## config.mk

```make
export PLATFORM = sky130hd
export DESIGN_NAME = ru_access_arbiter
export DESIGN_NICKNAME = d
export VERILOG_FILES = /design/src/rtl/ru_arb_pkg.sv /design/src/rtl/rr_pick.sv /design/src/rtl/ru_access_arbiter.sv
export SDC_FILE = /design/constraint.sdc
export NUM_CORES = 1
export LEC_CHECK = 0
export CAP_MARGIN = 25
export CORE_MARGIN = 3
export CORE_UTILIZATION = 60
export CTS_BUF_LIST = sky130_fd_sc_hd__clkbuf_8
export DETAILED_ROUTE_END_ITERATION = 16
export PLACE_DENSITY = 0.9
export SYNTH_ARGS = -nofsm -noshare
export SYNTH_HDL_FRONTEND = slang
export SYNTH_SLANG_ARGS = --single-unit
```

## constraint.sdc

```tcl
create_clock -name i_clk -period 4 [get_ports i_clk]
set_input_delay 0.8 -clock i_clk [delete_from_list [all_inputs] [get_ports i_clk]]
set_output_delay 0.8 -clock i_clk [all_outputs]
set_load 0.02 [all_outputs]
```

## src/rtl/ru_arb_pkg.sv

```systemverilog
// Package: ru_arb_pkg
// Purpose: shared types and constants for the remote-update access arbiter.
//   state_t     - arbiter FSM states
//   OP_GET/SET  - per-requester operation encoding
//   IMG_INVALID - image code rejected by a set and returned by a failed get
package ru_arb_pkg;

  typedef enum logic [2:0] {
    IDLE,
    ISSUE,
    WAIT_GET,
    GUARD,
    LOCKED
  } state_t;

  localparam logic OP_GET = 1'b0;
  localparam logic OP_SET = 1'b1;

  localparam logic [1:0] IMG_INVALID = 2'b00;

  // A set with the invalid code is answered with an error instead of reconfiguring.
  function automatic logic img_is_valid(input logic [1:0] img);
    return img != IMG_INVALID;
  endfunction

endpackage

```

## src/rtl/rr_pick.sv

```systemverilog
// Module: rr_pick
// Purpose: combinational cyclic first-one picker. Starting at i_ptr and wrapping
//   around, returns the first set bit of i_req.
// Ports:
//   i_req   [N-1:0]          request vector
//   i_ptr   [$clog2(N)-1:0]  search start position (must be < N)
//   o_valid                  any request present
//   o_grant [N-1:0]          one-hot grant (all zero when o_valid = 0)
//   o_idx   [$clog2(N)-1:0]  index of the granted bit
module rr_pick #(
  parameter int unsigned N = 2
) (
  input  logic [N-1:0]         i_req,
  input  logic [$clog2(N)-1:0] i_ptr,
  output logic                 o_valid,
  output logic [N-1:0]         o_grant,
  output logic [$clog2(N)-1:0] o_idx
);

  localparam int unsigned IW = $clog2(N);

  logic [2*N-1:0] w_dbl;
  logic [N-1:0]   w_rot;
  logic           w_found;
  logic [IW-1:0]  w_off;
  logic [IW:0]    w_sum;

  // Rotating a doubled copy puts bit i_ptr at position 0, so the first set bit of
  // w_rot is the offset from i_ptr to the winner.
  assign w_dbl = {i_req, i_req};
  assign w_rot = N'(w_dbl >> i_ptr);

  always_comb begin
    w_found = 1'b0;
    w_off   = '0;
    for (int unsigned k = 0; k < N; k++) begin
      if (!w_found && w_rot[k]) begin
        w_found = 1'b1;
        w_off   = IW'(k);
      end
    end
    // ptr + off < 2N, so a single conditional subtract gives the modulo.
    w_sum = {1'b0, i_ptr} + {1'b0, w_off};
    if (w_sum >= (IW + 1)'(N)) begin
      w_sum = w_sum - (IW + 1)'(N);
    end
    o_valid = w_found;
    o_idx   = w_sum[IW-1:0];
    o_grant = '0;
    if (w_found) begin
      o_grant[o_idx] = 1'b1;
    end
  end

endmodule

```

## src/rtl/ru_access_arbiter.sv

```systemverilog
// Module: ru_access_arbiter
// Purpose: shares one remote-update image-control engine between NUM_REQ
//   requesters. Requests are granted round-robin; each engine operation is issued,
//   awaited (get only, with timeout) and followed by a guard gap. A valid set
//   reconfigures the FPGA, so the arbiter locks until reset.
// Ports:
//   i_clk, i_reset            clock; synchronous active-high reset
//   i_req_valid [NUM_REQ]     request pending, held until o_req_ready
//   i_req_op    [NUM_REQ]     0 = get image, 1 = set image
//   i_req_img   [2*NUM_REQ]   target image per requester (slice i = [2i+1:2i])
//   o_req_ready [NUM_REQ]     one-hot accept pulse
//   o_rsp_valid [NUM_REQ]     one-hot completion pulse
//   o_rsp_img   [2]           image read by a get (00 on error)
//   o_rsp_err                 timeout or invalid set code
//   o_busy                    not idle
//   o_locked                  set issued; cleared only by reset
//   o_start_setimg/getimg     engine start pulses
//   o_setimg    [2]           image code to the engine
//   i_getimg    [2]           engine result, sampled with i_done_getimg
//   i_done_getimg             engine completion pulse
module ru_access_arbiter
  import ru_arb_pkg::*;
#(
  parameter int unsigned NUM_REQ     = 2,
  parameter int unsigned TIMEOUT_CYC = 4096,
  parameter int unsigned GUARD_CYC   = 16
) (
  input  logic                   i_clk,
  input  logic                   i_reset,
  input  logic [NUM_REQ-1:0]     i_req_valid,
  input  logic [NUM_REQ-1:0]     i_req_op,
  input  logic [2*NUM_REQ-1:0]   i_req_img,
  output logic [NUM_REQ-1:0]     o_req_ready,
  output logic [NUM_REQ-1:0]     o_rsp_valid,
  output logic [1:0]             o_rsp_img,
  output logic                   o_rsp_err,
  output logic                   o_busy,
  output logic                   o_locked,
  output logic                   o_start_setimg,
  output logic                   o_start_getimg,
  output logic [1:0]             o_setimg,
  input  logic [1:0]             i_getimg,
  input  logic                   i_done_getimg
);

  localparam int unsigned IW = $clog2(NUM_REQ);
  localparam int unsigned TW = $clog2(TIMEOUT_CYC + 1);
  localparam int unsigned GW = (GUARD_CYC > 1) ? $clog2(GUARD_CYC) : 1;

  localparam logic [TW-1:0] TIMER_MAX  = TW'(TIMEOUT_CYC);
  localparam logic [TW-1:0] TIMER_LAST = TW'(TIMEOUT_CYC - 1);
  localparam logic [GW-1:0] GUARD_LAST = GW'(GUARD_CYC - 1);
  localparam logic [IW-1:0] IDX_LAST   = IW'(NUM_REQ - 1);

  state_t               r_state;
  logic [IW-1:0]        r_ptr;
  logic [IW-1:0]        r_idx;
  logic                 r_op;
  logic [1:0]           r_img;
  logic [TW-1:0]        r_timer;
  logic [GW-1:0]        r_guard;

  logic [NUM_REQ-1:0]   r_req_ready;
  logic [NUM_REQ-1:0]   r_rsp_valid;
  logic [1:0]           r_rsp_img;
  logic                 r_rsp_err;
  logic                 r_busy;
  logic                 r_locked;
  logic                 r_start_setimg;
  logic                 r_start_getimg;
  logic [1:0]           r_setimg;

  logic                 w_pick_valid;
  logic [NUM_REQ-1:0]   w_pick_grant;
  logic [IW-1:0]        w_pick_idx;
  logic                 w_pick_op;
  logic [1:0]           w_pick_img;
  logic [NUM_REQ-1:0]   w_idx_oh;
  logic [IW-1:0]        w_ptr_next;

  rr_pick #(
    .N (NUM_REQ)
  ) u_rr_pick (
    .i_req   (i_req_valid),
    .i_ptr   (r_ptr),
    .o_valid (w_pick_valid),
    .o_grant (w_pick_grant),
    .o_idx   (w_pick_idx)
  );

  always_comb begin
    w_pick_op  = i_req_op[w_pick_idx];
    w_pick_img = i_req_img[{w_pick_idx, 1'b0} +: 2];
    w_idx_oh   = NUM_REQ'(1) << r_idx;
    w_ptr_next = (r_idx == IDX_LAST) ? '0 : r_idx + 1'b1;
  end

  // Single-process FSM. All outputs are registered: they are decided on the edge
  // that enters the state in which they are visible, so req_ready and the start
  // pulse appear during ISSUE and responses appear one cycle after their cause.
  always_ff @(posedge i_clk) begin
    if (i_reset) begin
      r_state        <= IDLE;
      r_ptr          <= '0;
      r_idx          <= '0;
      r_op           <= OP_GET;
      r_img          <= IMG_INVALID;
      r_timer        <= '0;
      r_guard        <= '0;
      r_req_ready    <= '0;
      r_rsp_valid    <= '0;
      r_rsp_img      <= IMG_INVALID;
      r_rsp_err      <= 1'b0;
      r_busy         <= 1'b0;
      r_locked       <= 1'b0;
      r_start_setimg <= 1'b0;
      r_start_getimg <= 1'b0;
      r_setimg       <= IMG_INVALID;
    end else begin
      // Pulsed outputs default low; response payload is zero outside the pulse.
      r_req_ready    <= '0;
      r_rsp_valid    <= '0;
      r_rsp_img      <= IMG_INVALID;
      r_rsp_err      <= 1'b0;
      r_start_setimg <= 1'b0;
      r_start_getimg <= 1'b0;

      unique case (r_state)
        IDLE: begin
          if (w_pick_valid) begin
            r_idx       <= w_pick_idx;
            r_op        <= w_pick_op;
            r_img       <= w_pick_img;
            r_req_ready <= w_pick_grant;
            r_busy      <= 1'b1;
            r_state     <= ISSUE;
            if (w_pick_op == OP_GET) begin
              r_start_getimg <= 1'b1;
            end else if (img_is_valid(w_pick_img)) begin
              r_start_setimg <= 1'b1;
              r_setimg       <= w_pick_img;
            end
          end
        end

        ISSUE: begin
          if (r_op == OP_GET) begin
            r_timer <= '0;
            r_state <= WAIT_GET;
          end else if (img_is_valid(r_img)) begin
            r_locked <= 1'b1;
            r_state  <= LOCKED;
          end else begin
            r_rsp_valid <= w_idx_oh;
            r_rsp_err   <= 1'b1;
            r_guard     <= '0;
            r_state     <= GUARD;
          end
        end

        WAIT_GET: begin
          // Completion is checked first so it wins over a simultaneous timeout.
          if (i_done_getimg) begin
            r_rsp_valid <= w_idx_oh;
            r_rsp_img   <= i_getimg;
            r_guard     <= '0;
            r_state     <= GUARD;
          end else if (r_timer == TIMER_LAST) begin
            r_rsp_valid <= w_idx_oh;
            r_rsp_err   <= 1'b1;
            r_guard     <= '0;
            r_state     <= GUARD;
          end else if (r_timer != TIMER_MAX) begin
            r_timer <= r_timer + 1'b1;
          end
        end

        GUARD: begin
          if (r_guard == GUARD_LAST) begin
            r_ptr   <= w_ptr_next;
            r_busy  <= 1'b0;
            r_state <= IDLE;
          end else begin
            r_guard <= r_guard + 1'b1;
          end
        end

        LOCKED: begin
          // Terminal until reset: the engine is reconfiguring the device.
          r_busy   <= 1'b1;
          r_locked <= 1'b1;
        end

        default: begin
          r_busy  <= 1'b0;
          r_state <= IDLE;
        end
      endcase
    end
  end

  assign o_req_ready    = r_req_ready;
  assign o_rsp_valid    = r_rsp_valid;
  assign o_rsp_img      = r_rsp_img;
  assign o_rsp_err      = r_rsp_err;
  assign o_busy         = r_busy;
  assign o_locked       = r_locked;
  assign o_start_setimg = r_start_setimg;
  assign o_start_getimg = r_start_getimg;
  assign o_setimg       = r_setimg;

endmodule

```

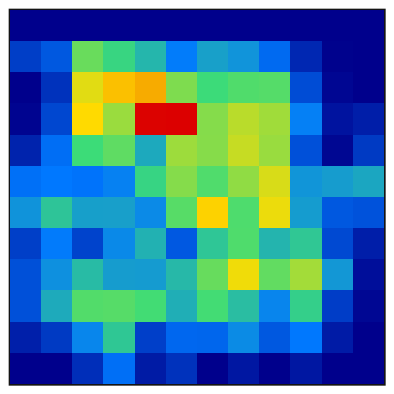
*Routed metal per tile, run 1*
Scale: 6 px per micron. The die is cut into 12 by 12 equal tiles; dark blue is low, red is high, scaled to the fullest tile. Values are wire area over tile area, all layers added.
The densest ninth of the die: center. The mean over all tiles is 0.16. The fullest tile reaches 0.53. The emptiest ninth of the die: north-east. 25% of the tiles are over half the peak. 19% of the tiles are nearly empty.

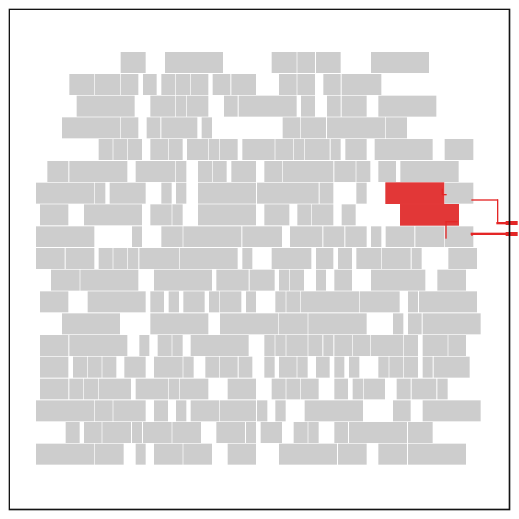
*Port wiring, run 1*
Scale: 8 px per micron.
Key: o_rsp_img = red [direction output, end cells 2, buffers 2, wire 16.4 microns]

==> metrics.csv, run 1 <==
stage,metric,value,unit
sta,hold_violations,0,
sta,max_freq,444.4,MHz
cts,postCtsSetupBuffers,0,
cts,h-tree-depth,2,
power,sequentialPowerShare,0.448,
power,intPower,0.6932,mW
sta,drv_slew,0,
cts,holdBufCountCts,0,
synthesis,top_cell_area_share,0.3995,
flow_run,warning_count,27,
power,power.density,486.0,nW/um^2
grt,grt_util_all_layers,0.2130,
setup_path,worstSetupStartpointType,input port,
placed_design,io_buffers,25,
route,vias,1636,
synthesis,edf_count,0,
sta,finalSetupTns,0,ns
sta,period_used_share,0.5626,
run_status,status,finished clean,
route,routed_wl,3.880,mm
setup_path,cp-end-kind,flip-flop,
layout,layout_top_cell,dfxtp_1,
grt,antenna_found_initial,0,
floorplan,rows,19,
layout,nNetsFinal,255,
floorplan,die_y,62.34,microns
power,pwr-share-clk,0.218,
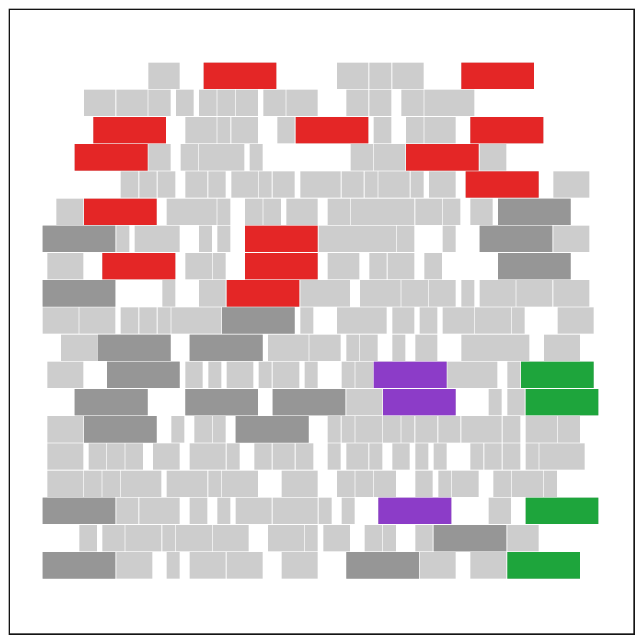
*Sequential cells colored by netlist name, run 1*
Scale: 10 px per micron. Other sequential cells in the stronger gray, the rest of the logic in the fainter gray.
Key: r_guard = green [flops 4]; r_state = purple [flops 3]; r_timer = red [flops 13]
Another 18 sequential cells are not colored.

==> run 1: flip-flops by register name, summed over array words and instances (netlist names) <==
signal	flops
r_timer	13
r_guard	4
r_state	3
o_req_ready	2
o_rsp_img	2
o_rsp_valid	2
o_setimg	2
r_img	2
o_busy	1
o_locked	1
o_rsp_err	1
o_start_getimg	1
o_start_setimg	1
r_idx	1
r_op	1
r_ptr	1
==> run 1: power by group through the flow <==
| stage | Combinational [mW] | Clock [mW] | Sequential [mW] |
|---|---|---|---|
| floorplan | 0.294 | 0 | 0.485 |
| global placement | 0.352 | 0 | 0.490 |
| detailed placement | 0.357 | 0 | 0.491 |
| CTS | 0.361 | 0.239 | 0.483 |
| global route | 0.398 | 0.262 | 0.494 |
| finish | 0.361 | 0.236 | 0.484 |
==> run 1: area by class of cell <==
type / count / share of cell area
inverters: 8 / 0.01351
clock inverters: 2 / 0.003376
well taps: 42 / 0.02364
repair buffers: 26 / 0.1159
clock buffers: 5 / 0.03095
flip-flops and latches: 38 / 0.3422
multi-input cells: 160 / 0.4705
==> run 1: layer usage <==
layer | vias to the layer above | part of all wire | track usage
met2 | 43 | 0.45 | 0.3199
met1 | 746 | 0.48 | 0.2939
met3 | 11 | 0.048 | 0.05045
li1 | 836 | - | -
met4 | 0 | 0.022 | 0.08540
met5 | - | 0 | 0
==> run 1: worst paths after layout <==
kind                                      from              to  slack, ns  cells after the start
worst max-delay path            i_req_valid[0]  o_start_setimg       1.75                      6
worst min-delay path                  o_locked        o_locked       0.44                      2
worst max register to register      r_state[1]      r_timer[6]       1.83                      5
worst min register to register        o_locked        o_locked       0.44                      2
==> run 1: logic make-up after synthesis <==
family / count (synthesis) / synth area share
buffers and inverters: 17 / 0.05125
xor gates and xnor gates: 3 / 0.01380
muxes: 5 / 0.02825
DFF: 38 / 0.3995
adders and majority gates: 4 / 0.02497
AOI/OAI and AO/OA: 52 / 0.1873
and+or+nand+nor: 96 / 0.2950
==> run 1: cells in the mapped netlist, types with 4 or more instances <==
master,count
inv_1,8
a21oi_2,5
o31ai_1,4
nand4_1,6
nor3_1,8
nand3_1,9
nor2_1,19
or3_1,8
o21ai_0,7
o21ai_1,5
nand2b_1,4
dfxtp_1,38
nand2_1,17
and3_1,4
a21oi_1,16
==> run 1: stage by stage <==
stage | instance area (sq um) | util | hold slack, ns | setup slack (ns)
floorplan | 1904 | - | 0.4154 | 1.948
global placement | 2147 | 0.7464 | 0.4226 | 1.496
detailed placement | 2147 | 0.7464 | 0.4408 | 1.452
CTS | 2223 | 0.7729 | 0.4481 | 1.748
global route | 2223 | 0.7729 | 0.4756 | 1.572
finish | 2223 | 0.7729 | 0.4448 | 1.750
==> run 1: critical path: stages <==
cell and delay (ns):
clkdlybuf4s50_1 0.50, inv_1 0.05, maj3_1 0.47, mux2_2 0.33, nand2b_1 0.16, a21oi_1 0.16
### Routed metal, one color a layer, run 1

Scale: 6 px per micron. Two of the layers only.
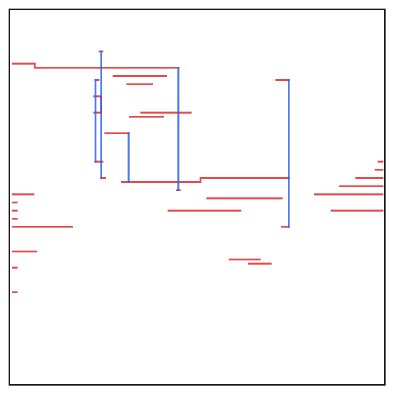

==> run 2: changes to the inputs <==
--- a/config.mk
+++ b/config.mk
@@ -7,10 +7,10 @@
 export LEC_CHECK = 0
 export CAP_MARGIN = 25
 export CORE_MARGIN = 3
-export CORE_UTILIZATION = 60
+export CORE_UTILIZATION = 51
 export CTS_BUF_LIST = sky130_fd_sc_hd__clkbuf_8
 export DETAILED_ROUTE_END_ITERATION = 16
-export PLACE_DENSITY = 0.9
+export PLACE_DENSITY = 0.82
 export SYNTH_ARGS = -nofsm -noshare
 export SYNTH_HDL_FRONTEND = slang
 export SYNTH_SLANG_ARGS = --single-unit
==> constraint.sdc (replaced) <==
create_clock -name i_clk -period 2.04 [get_ports i_clk]
set_input_delay 0.408 -clock i_clk [delete_from_list [all_inputs] [get_ports i_clk]]
set_output_delay 0.408 -clock i_clk [all_outputs]
set_load 0.02 [all_outputs]
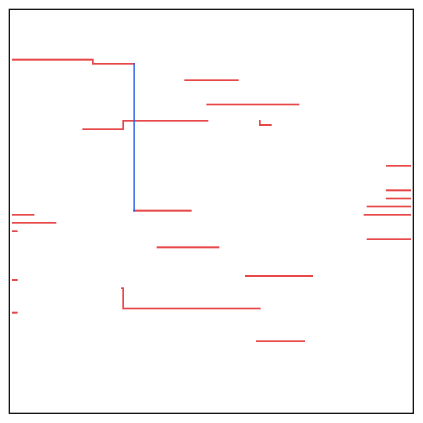
*Routed metal, one color a layer, run 2*
Scale: 6 px per micron. Two of the layers only.
Key: M4 = blue [wire length 24.5 microns]; M3 = red [wire length 181 microns]

==> metrics.csv, run 2 <==
stage,metric,value,unit
layout,nNetsFinal,267,
flow_run,drv_cap,0,
sta,hold_violations,0,
synthesis,yosysWarnings,0,
grt,grtUsageMet2,0.3227,
grt,met1_usage,0.2631,
synthesis,synthArstFlopShare,0,
setup_path,cp-end-kind,flip-flop,
cts,h-tree-depth,2,
setup_path,reg2reg_to,r_timer[6],
min_path,worstHoldStart,r_timer[12],
setup_path,reg2reg_slack,0.12,ns
sta,finalSetupTns,0,ns
layout,largest_register,r_timer,
route,vias,1705,
floorplan,rows,21,
layout,design_area,2338,sq um
sta,drv_slew,0,
flow_run,warning_count,27,
grt,grt_util_all_layers,0.2080,
layout,largest_reg_flops,13,
grt,antenna_found_initial,0,
placed_design,place_area,2242,sq um
setup_path,timing.rr.start,r_timer[1],
synthesis,edf_count,0,
synthesis,yosys-top-cells-count,"38 x dfxtp_1, 19 x nor2_1, 17 x nand2_1",
floorplan,die_y,67.11,microns
setup_path,cp-startpoint,r_timer[1],
layout,layout_top_cell,dfxtp_1,
setup_path,worstSetupStartpointType,flip-flop,
placed_design,io_buffers,25,
synthesis,yosysMostFrequentCell,dfxtp_1,
grt,grt_pass1_vias,1583,
min_path,holdPathStages,2,
power,p_leak,0.8287,nW
sta,period_used_share,0.9388,
grt,grt_use_met3,0.07757,
power,power.density,967.1,nW/um^2
setup_path,crit_end,r_timer[6],
run_status,status,finished clean,
grt,grt-busiest-layer,met2,
sta,max_freq,522.2,MHz
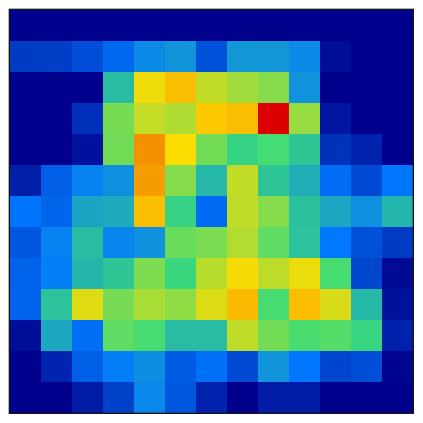
*Routed metal per tile, run 2*
Scale: 6 px per micron. The die is cut into 13 by 13 equal tiles; dark blue is low, red is high, scaled to the fullest tile. Values are wire area over tile area, all layers added.
drt wl/cell: 13.41 microns
Total Wirelength: 3.996 mm

run 2: cell counts after synthesis:
Identical to the previous run, type by type.
run 2: area by class of cell:
cell class | count | area, sq um | share of cell area
clock inverters | 2 | 12.51 | 0.005350
inverters | 8 | 30.03 | 0.01284
well taps | 46 | 57.56 | 0.02461
clock buffers | 6 | 82.58 | 0.03531
flip-flops and latches | 38 | 762.0 | 0.3258
multi-input cells | 160 | 1046 | 0.4473
repair buffers | 38 | 347.8 | 0.1487
run 2: per-layer routing:
metal  vias up  routed length (microns)
li1        868                        -
met1       804                     1913
met2        31                     1877
met3         2                      180
met4         0                       24
met5         -                        0
run 2: per-stage QoR:
stage | setup slack (ns) | util | instances | hold WS (ns)
detailed placement | -0.01326 | 0.6465 | 290 | 0.4353
global placement | 0.04659 | 0.6465 | 290 | 0.4241
global route | 0.03461 | 0.6742 | 298 | 0.4785
floorplan | 0.2510 | - | 215 | 0.4154
CTS | 0.07850 | 0.6739 | 298 | 0.4455
finish | 0.1249 | 0.6742 | 298 | 0.4431
run 2: kinds of logic (layout without fill, tap and decap cells):
logic type | Yosys count | after routing | share of synthesized area
AOI/OAI and AO/OA | 52 | 52 | 0.1873
and+or+nand+nor | 96 | 96 | 0.2950
buffers and inverters | 17 | 54 | 0.05125
adders and majority gates | 4 | 4 | 0.02497
muxes | 5 | 5 | 0.02825
DFF | 38 | 38 | 0.3995
xor gates and xnor gates | 3 | 3 | 0.01380
run 2: critical path, cell delays in order (launching register included):
cell     delay (ns)
dfxtp_1        0.39
inv_1          0.07
ha_1           0.18
or4bb_1        0.20
o31ai_4        0.09
a22o_4         0.34
or4_1          0.51
nand2_1        0.08
run 2: report_power, final:
part           leakage (nW)  switching (mW)  internal [mW]
registers             0.309          0.0828          0.831
clock network        0.0472           0.262          0.271
logic                 0.472           0.455          0.359
total                 0.829           0.800           1.46
run 2: worst min-delay path by stage:
stage,end
2_1_floorplan,r_timer[12]
3_3_place_gp,r_timer[12]
3_5_place_dp,r_timer[12]
4_1_cts,r_timer[12]
5_1_grt,r_timer[12]
6_report,r_timer[12]
run 2: repair_timing:
action,CTS,global route
hold buffers,0,0
setup endpoints to repair,0,5
setup buffers,0,0
resized,0,1
Power is estimated from default activity; no workload was simulated.
